Run 1, placed standard cells:
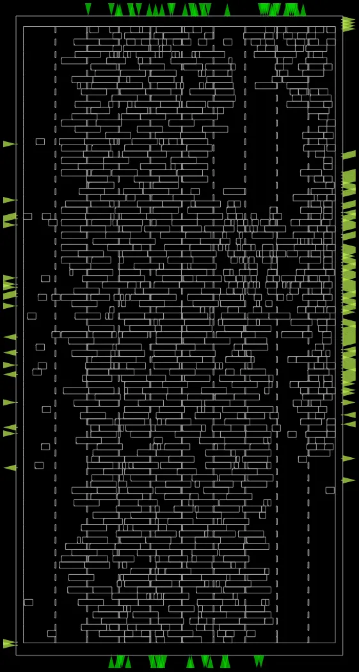
Run 1, routed clock nets over the placement:
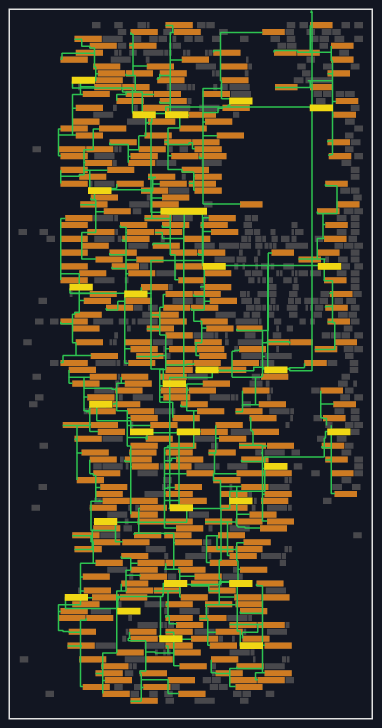
Run 1, supply network:
Pins as bars on the die edge. Tap cells in gray.
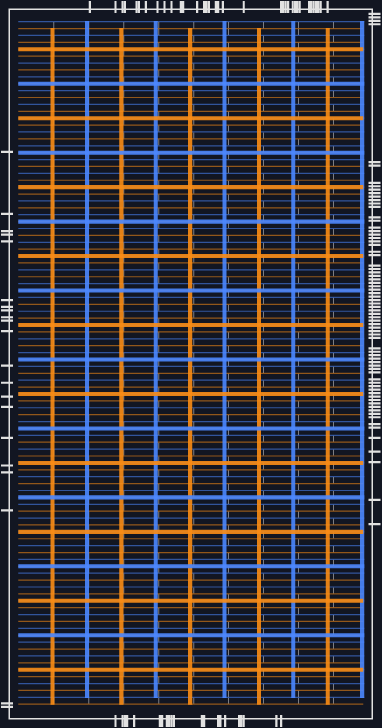
Run 1, met2 routing:
Bar = 50 µm.
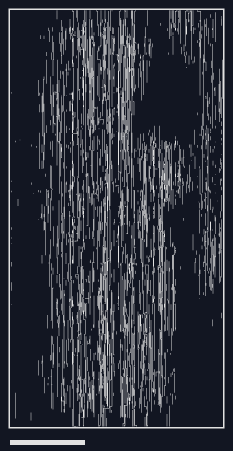
==> config.mk <==
export PLATFORM = sky130hd
export DESIGN_NAME = vp_recovery_ctrl
export DESIGN_NICKNAME = d
export VERILOG_FILES = /design/src/rtl/vp_recovery_ctrl.sv
export SDC_FILE = /design/constraint.sdc
export NUM_CORES = 1
export LEC_CHECK = 0
export CORE_ASPECT_RATIO = 2
export CORE_MARGIN = 3
export CORE_UTILIZATION = 35
export DETAILED_ROUTE_END_ITERATION = 8
export HOLD_SLACK_MARGIN = 0.12
export SYNTH_ARGS = -nofsm -noshare
export SYNTH_HDL_FRONTEND = slang
export SYNTH_SLANG_ARGS = --single-unit
==> constraint.sdc <==
create_clock -name clk -period 6.3 [get_ports clk]
set_input_delay 0.945 -clock clk [delete_from_list [all_inputs] [get_ports clk]]
set_output_delay 0.945 -clock clk [all_outputs]
set_load 0.01 [all_outputs]
==> flow_metrics.env, run 1 <==
# flow metrics
export IMPL_ys_seq_elements=335
export IMPL_setup_ws_ns=1.280
export IMPL_syn_nets=745
export IMPL_hold_buffers=0
export IMPL_dieArea_mm2=0.03985
export IMPL_seq_area_frac=0.6142
export IMPL_drtAntennaViolNets=0
export IMPL_largest_reg_flops=256
export IMPL_drt_initial_drc_count=430
export IMPL_comb_area_share=0.1935
export IMPL_numCtsBuffers=29
export IMPL_fin_tns_setup_ns=0
export IMPL_ys_warn_count=0
export IMPL_grt_total_usage=0.1436
export IMPL_crit_path_start_kind="flop"
export IMPL_nonClkBufAreaFrac=0.09998
export IMPL_drive_gt1_frac=0.2152
export IMPL_hold_viol_final=0
export IMPL_reg2reg_depth=7
export IMPL_port_buffer_count=149
export IMPL_syn_avg_cell_area_um2=19.75
export IMPL_cts_sinks=335
export IMPL_holdWs_ns=0.5011
export IMPL_seq_area_frac_synth=0.7545
export IMPL_cts_setup_buffers=0
export IMPL_fin_crit_sh=0.7968
export IMPL_largest_class="flip-flops and latches"
export IMPL_finalMaxSlewViolations=0
export IMPL_relSlewSlack=0.3742
export IMPL_dominantRegCellSynth="edfxtp_1"
export IMPL_place_inst=1242
export IMPL_clk_path_buf_depth=3
export IMPL_nClkBuffers=36
export IMPL_period_needed_ns=5.020
export IMPL_flop_count=335
export IMPL_synth_edff_count=296
export IMPL_nNonClkInverters=5
export IMPL_final_comb_area_mm2=0.003109
export IMPL_dpl_cell_area_mm2=0.01517
export IMPL_finalSetupViolCount=0
export IMPL_cp_max_fo=39
export IMPL_initial_core_util=0.3566
export IMPL_clockNetworkAreaShare=0.05568
export IMPL_p_leak_uw=0.005260
export IMPL_status="completed"
export IMPL_finalInstanceArea_mm2=0.01607
export IMPL_hpwl_um=16790
export IMPL_synth_cell_area_mm2=0.01307
export IMPL_antenna_found_initial=2
export IMPL_antenna_cells=1
About 'placed standard cells':
core area: 0.03667 mm²
Tapcell Cnt: 454
non-filler instance count after layout: 1296

About 'routed clock nets over the placement':
yellow -> cells driving clock nets  # count 29
green -> clock wires  # length 3860 µm
orange -> flip-flops  # count 335
routed clock nets = 30
Clock Skew: 0.02692 ns
Clk power: 1710 µW
clk_lat worst skew: 0.56 ns
clock share of power: 0.247

About 'supply network':
blue -> VDD
orange -> VSS
tap cells = 454
met1 rails = 100
signal pins = 150
die y size: 279.3 µm
Peak VDD IR: 346.9 µV
DIE WIDTH: 142.7 µm

About 'met2 routing':
longest straight run = 92.5 µm
main direction = vertical
GR Layer Usage met2: 0.2691
via count: 6709

==> run 1: routing by layer <==
metal	track usage	part of all wire	wire, µm
met1	0.1640	0.38	10970
met2	0.2691	0.55	15940
met3	0.02204	0.045	1287
met4	0.04855	0.024	697
met5	0	0.00045	13
==> run 1: cell families after synthesis <==
family,count (synthesis),synth area share
flip-flops,335,0.7545
multiplexers,109,0.1574
AND-OR/OR-AND,14,0.008517
adder cells (fa/ha/maj),8,0.007657
XOR/XNOR,3,0.002010
AND/OR/NAND/NOR,149,0.05551
buffers and inverters,44,0.01436
==> run 1: layout by cell type (no fill, tap or decap), drive strengths merged, types with 8 or more instances in the layout <==
master / synthesis / routed
edfxtp: 296 / 296
nor2: 8 / 8
clkinv: 0 / 13
clkbuf: 20 / 36
dfrtp: 39 / 39
mux2: 33 / 33
nand2: 44 / 44
nand3: 77 / 77
ha: 8 / 8
buf: 19 / 17
mux4: 74 / 74
clkdlybuf4s50: 0 / 148
==> run 1: worst max-delay path, stage by stage (launching register included) <==
cell and delay [ns]:
dfrtp_4 0.89, inv_1 0.28, ha_1 0.38, xor2_4 0.70
buf_4 0.42, nand3_1 0.17, nand2_1 0.12, clkdlybuf4s50_1 0.53
==> run 1: where the power goes <==
group,leakage (µW),total [µW],internal [µW],switching (µW)
logic,0.00169,2410,1170,1230
clock network,0.000436,1710,931,775
registers,0.00313,2790,2630,160
total,0.00526,6900,4740,2170
--- run 2 (diff from run 1) ---
==> constraint.sdc (replaced) <==
create_clock -name clk -period 4.9 [get_ports clk]
set_input_delay 0.735 -clock clk [delete_from_list [all_inputs] [get_ports clk]]
set_output_delay 0.735 -clock clk [all_outputs]
set_load 0.01 [all_outputs]
==> run 2 against run 1 <==
Net effect:
- sequential power grew 26%
- register-to-register slack lost 1.4 ns
- largest cell class unchanged
- core utilization grew 0.18 points
- worst setup slack lost 0.92 ns
- critical endpoint is now rf_restore_data[13]
- clock-buffer cell count shrank 3
- design area grew 0.42%
- via count is essentially flat
- sequential cell count is the same
- combinational power grew 34%
- area after synthesis is the same
- critical path type unchanged
- total power grew 29%
- largest power group unchanged
- sequential share of layout area shrank 0.26 points
==> flow_metrics.env, run 2 <==
# flow metrics
export IMPL_holdWs_ns=0.2942
export IMPL_clock_power_share=0.244
export IMPL_vdd_drop_max_uv=355.5
export IMPL_ys_warn_count=0
export IMPL_period_needed_ns=4.537
export IMPL_finalInstanceArea_mm2=0.01614
export IMPL_grt_busiest_layer="met2"
export IMPL_p_leak_uw=0.005287
export IMPL_fin_tns_setup_ns=0
export IMPL_slowest_delay_ns=0.78
export IMPL_seqPwrFrac=0.394
export IMPL_cts_setup_buffers=0
export IMPL_dieArea_mm2=0.03985
export IMPL_comb_power_share=0.362
export IMPL_synth_cell_area_mm2=0.01307
export IMPL_cp_cell_sequence="buf_4 > buf_4 > mux4_2 > nand3_1 > nand2_1 > clkdlybuf4s50_1"
export IMPL_drt_initial_drc_count=508
export IMPL_status="completed"
export IMPL_hold_buffers=0
export IMPL_power_switching_uw=2797
export IMPL_synth_edff_count=296
export IMPL_path_depth=6
export IMPL_antenna_found_initial=3
export IMPL_hold_viol_final=0
export IMPL_reg2reg_depth=7
export IMPL_setup_ws_ns=0.3631
export IMPL_grtUsageMet3=0.02255
export IMPL_syn_avg_cell_area_um2=19.75
export IMPL_finalMaxSlewViolations=0
export IMPL_coreArea_mm2=0.03667
export IMPL_clk_path_buf_depth=3
run 2: netlist changes by cell type in the layout (fill, tap and decap cells not counted):
cell,previous run,this run
buf_4,16,14
nor4_4,0,1
clkbuf_1,7,4
clkinv_2,4,8
clkinv_1,6,4
clkinv_4,3,1
nor4_2,1,0
buf_12,0,4
clkinvlp_4,0,1
diode_2,1,2
run 2: cell families (layout without fill, tap and decap cells):
kind of cell | count (synthesis) | count (layout) | share of synthesized area
other | 0 | 2 | 0
adders and majority gates | 8 | 8 | 0.007657
AOI/OAI and AO/OA | 14 | 14 | 0.008517
muxes | 109 | 109 | 0.1574
xor gates and xnor gates | 3 | 3 | 0.002010
DFF | 335 | 335 | 0.7545
buffers and inverters | 44 | 223 | 0.01436
and+or+nand+nor | 149 | 149 | 0.05551
run 2: cell type report:
| type | instances | area, µm² |
|---|---|---|
| Sequential cell | 335 | 9868 |
| Clock inverter | 18 | 145.1 |
| Fill cell | 3171 | 20530 |
| Timing Repair Buffer | 167 | 1672 |
| Clock buffer | 33 | 740.7 |
| Tap cell | 454 | 568.0 |
| Multi-Input combinational cell | 283 | 3118 |
| Antenna cell | 2 | 5.005 |
| Inverter | 5 | 18.77 |
run 2: metrics by stage:
step                  util  cells
finish              0.4401   1297
detailed placement  0.4158   1244
global route        0.4400   1296
global placement    0.4158   1244
floorplan                -    662
CTS                 0.4399   1295
run 2: power groups by stage:
stage | clock network, µW | logic, µW | registers [µW]
6_report | 2180 | 3220 | 3510
4_1_cts | 2240 | 3300 | 3510
5_1_grt | 2350 | 3460 | 3530
3_5_place_dp | 0 | 3290 | 3570
3_3_place_gp | 0 | 3290 | 3560
2_1_floorplan | 0 | 1880 | 3610
Run 2, placed standard cells:
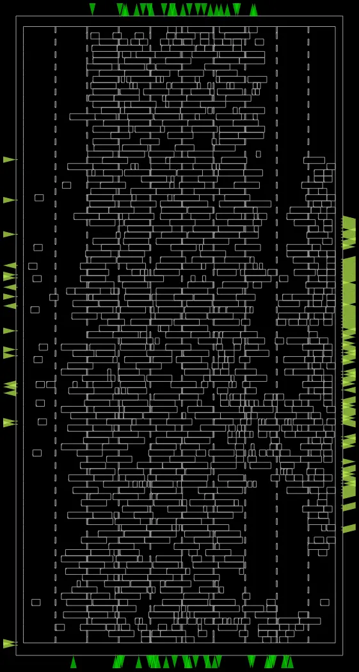
final core occ: 0.4401
non-filler instance count after layout: 1297
registers: 335
fill count: 3171

Power is estimated from default activity; no workload was simulated.
